**src/rtl/gpr_wr_arbiter_pkg.sv**
```systemverilog
// Shared register-file types: address width, data word, write-port FSM states
// and the per-requester write bundle.
package rfPhoenixPkg;
  localparam int NTHREADS = 4;
  localparam int NREGS    = 64;
  localparam int TidMSB   = $clog2(NTHREADS) - 1;
  localparam int GprAddrW = 7 + TidMSB;

  typedef logic [31:0] Value;

  typedef enum logic {CLEAR, RUN} gpr_wr_state_t;

  typedef struct packed {
    logic [3:0]          wr;
    logic [GprAddrW-1:0] wa;
    Value                dat;
  } gpr_wreq_t;
endpackage

```
**src/rtl/gpr_wr_arbiter_rr.sv**
```systemverilog
// Round-robin arbiter: one-hot grant to the first requester above 'last',
// wrapping around; no grant when nothing requests.
module rr_arbiter #(
  parameter int NREQ = 3
) (
  input  logic [NREQ-1:0]         req,
  input  logic [$clog2(NREQ)-1:0] last,
  output logic [NREQ-1:0]         grant
);
  always_comb begin
    logic found;
    grant = '0;
    found = 1'b0;
    // Priority distance i from the previous winner; nearest requester wins.
    for (int i = 1; i <= NREQ; i++) begin
      for (int j = 0; j < NREQ; j++) begin
        if (!found && req[j] && (j == (int'(last) + i) % NREQ)) begin
          grant[j] = 1'b1;
          found    = 1'b1;
        end
      end
    end
  end
endmodule

```
**src/rtl/gpr_wr_arbiter.sv**
```systemverilog
// Register-file write-port controller: round-robin among writeback requesters.
// Define GPR_CLEAR_EN to zero every register word after reset before RUN.
module gpr_wr_arbiter
  import rfPhoenixPkg::*;
#(
  parameter int NREQ   = 3,
  parameter int NWORDS = NTHREADS * NREGS
) (
  input  logic                           clk,
  input  logic                           rst,
  input  logic [NREQ-1:0]                req_vld,
  input  logic [NREQ-1:0][3:0]           req_wr,
  input  logic [NREQ-1:0][GprAddrW-1:0]  req_wa,
  input  Value [NREQ-1:0]                req_dat,
  output logic [NREQ-1:0]                req_ack,
  output logic [3:0]                     rf_wr,
  output logic [GprAddrW-1:0]            rf_wa,
  output Value                           rf_dat,
  output logic                           busy
);
  localparam int LW = $clog2(NREQ);

  logic [LW-1:0]   last;
  logic [LW-1:0]   gnt_idx;
  logic [NREQ-1:0] grant;
  gpr_wreq_t       win;

  rr_arbiter #(.NREQ(NREQ)) u_rr (
    .req   (req_vld),
    .last  (last),
    .grant (grant)
  );

  always_comb begin
    gnt_idx = '0;
    for (int j = 0; j < NREQ; j++) begin
      if (grant[j]) gnt_idx = LW'(j);
    end
    win = '{wr: req_wr[gnt_idx], wa: req_wa[gnt_idx], dat: req_dat[gnt_idx]};
  end

`ifdef GPR_CLEAR_EN
  localparam logic [GprAddrW-1:0] LAST_ADR = GprAddrW'(NWORDS - 1);

  gpr_wr_state_t       state;
  logic [GprAddrW-1:0] clr_adr;

  assign busy = (state == CLEAR);
`else
  logic unused_nwords;

  assign unused_nwords = NWORDS[0];
  assign busy          = 1'b0;
`endif

  // A request presented while in reset is dropped and must be re-presented.
  assign req_ack = (rst || busy) ? '0 : grant;

  always_ff @(posedge clk) begin
    if (rst) begin
      rf_wr  <= '0;
      rf_wa  <= '0;
      rf_dat <= '0;
      last   <= LW'(NREQ - 1);
`ifdef GPR_CLEAR_EN
      state   <= CLEAR;
      clr_adr <= '0;
`endif
    end
`ifdef GPR_CLEAR_EN
    else if (state == CLEAR) begin
      rf_wr  <= 4'hF;
      rf_wa  <= clr_adr;
      rf_dat <= '0;
      if (clr_adr == LAST_ADR) begin
        state   <= RUN;
        clr_adr <= '0;
      end else begin
        clr_adr <= clr_adr + 1'b1;
      end
    end
`endif
    else if (|grant) begin
      rf_wr  <= win.wr;
      rf_wa  <= win.wa;
      rf_dat <= win.dat;
      last   <= gnt_idx;
    end else begin
      rf_wr <= '0;
    end
  end
endmodule

```
**config.mk**
```make
export PLATFORM = sky130hd
export DESIGN_NAME = gpr_wr_arbiter
export DESIGN_NICKNAME = d
export VERILOG_FILES = /design/src/rtl/gpr_wr_arbiter_pkg.sv /design/src/rtl/gpr_wr_arbiter_rr.sv /design/src/rtl/gpr_wr_arbiter.sv
export SDC_FILE = /design/constraint.sdc
export NUM_CORES = 1
export LEC_CHECK = 0
export ABC_AREA = 1
export CAP_MARGIN = 20
export CORE_UTILIZATION = 38
export CTS_BUF_LIST = sky130_fd_sc_hd__clkbuf_16
export CTS_CLUSTER_SIZE = 28
export DETAILED_ROUTE_END_ITERATION = 12
export PLACE_DENSITY = 0.79
export SYNTH_ARGS = -nofsm -noshare
export SYNTH_HDL_FRONTEND = slang
export SYNTH_SLANG_ARGS = --single-unit
export TNS_END_PERCENT = 10
```
**constraint.sdc**
```tcl
create_clock -name clk -period 2.9 [get_ports clk]
set_clock_uncertainty 0.05 [all_clocks]
set_input_delay 0.58 -clock clk [delete_from_list [all_inputs] [get_ports clk]]
set_output_delay 0.58 -clock clk [all_outputs]
set_load 0.05 [all_outputs]
```
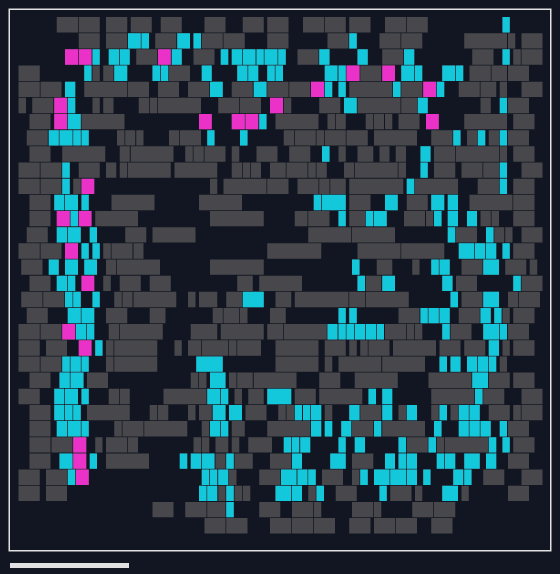
*Logic cells by family*
The bar under the picture is 20 um long.
| colour | family | cells |
|---|---|---|
| magenta | and/or cells | 24 |
| cyan | nand cells | 229 |

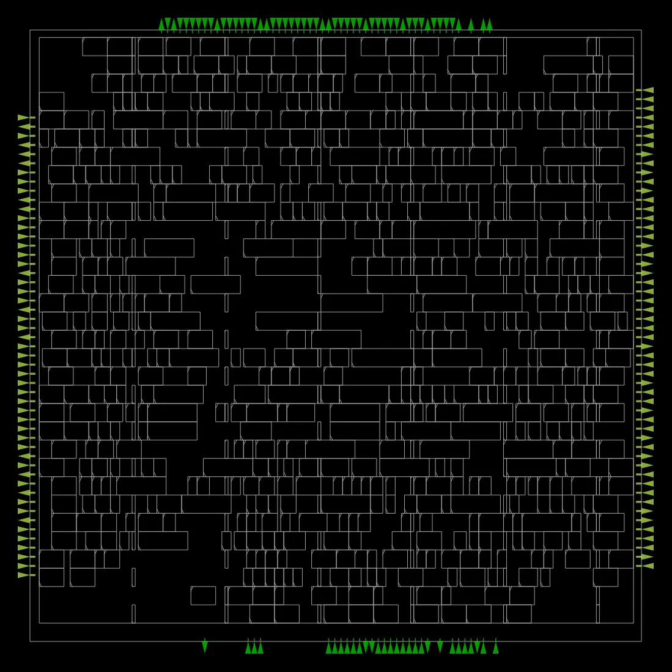
*Placement view*
flop count: 46
fin util: 0.658
Seq/total area: 0.182
fillers: 674

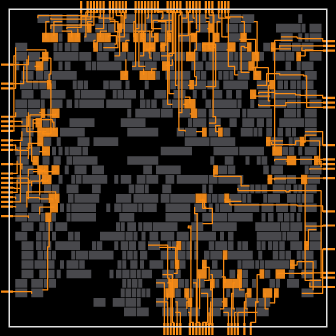
*Nets reached from selected ports*
| colour | port | bits | direction | edge | end cells | buffers | wire |
|---|---|---|---|---|---|---|---|
| orange | req_dat | 96 | input | 38 top, 21 left, 20 bottom, 17 right | 96 | 96 | 1900 um |

==> flow_summary.toml <==
# yosys + openroad results
[job]
cap_violations = 0

[synth]
top_logic_kind = "simple AND/OR/NAND/NOR gates"
edf_count = 0
ys_seq_share = 0.307
synthTopCellsByCount = "113 x nand2_1, 68 x nand3_1, 46 x dfxtp_1"
synth-adder-area-share = 0.00834
xor_area_frac = 0
synth_cell_types = 33
ys_sh_aoi = 0.0805
syn_avg_cell_area_um2 = 6.53
synthFlopType = "dfxtp_1"

[setup_path]
crit_path_max_incr_delay_ps = 570
rr_startpoint = "last[0]$_SDFFE_PP0P_"
worstPathCellList = "clkdlybuf4s50_1 > inv_2 > nand2_1 > nor2_1 > nor2_2 > nand4_2 > a21oi_2 > buf_12"
cpLargestDelayFamily = "buffers and inverters"

[sta]
timing.final.ws_setup_ps = 129
fin_tns_setup_ps = 0
finalClockPeriodUsage = 0.955

[pwr]
pwr-share-clk = 0.093
combPwrFrac = 0.730
power.group.top = "combinational logic"

[finish]
buffer_area_frac = 0.395
layout.cells.non_filler = 734
comb_cells = 336
n_all_buffers = 198
logic_area_um2 = 1700
largest_class = "buffers"
inverters = 44

[clocking]
numClockSinks = 46
clk_latency_ps = 280
clockBufferDepth = 2
clkTransAtPathRegs_ps = 60

[min_path]
min_path_cells = 2
holdPathEnd = "rf_dat[21]$_SDFFE_PP0P_"

[detailed_routing]
wire_per_inst_um = 13.4
wl_met1_mm = 3.98
dr_total_vias = 3685

[floorplanning]
die_w_um = 90.9

[grt]
grtUsageMet2 = 0.444
grt_pass1_vias = 3542

[run_status]
status = "completed"
No activity file was given, so power comes from the tool's default toggle rates.
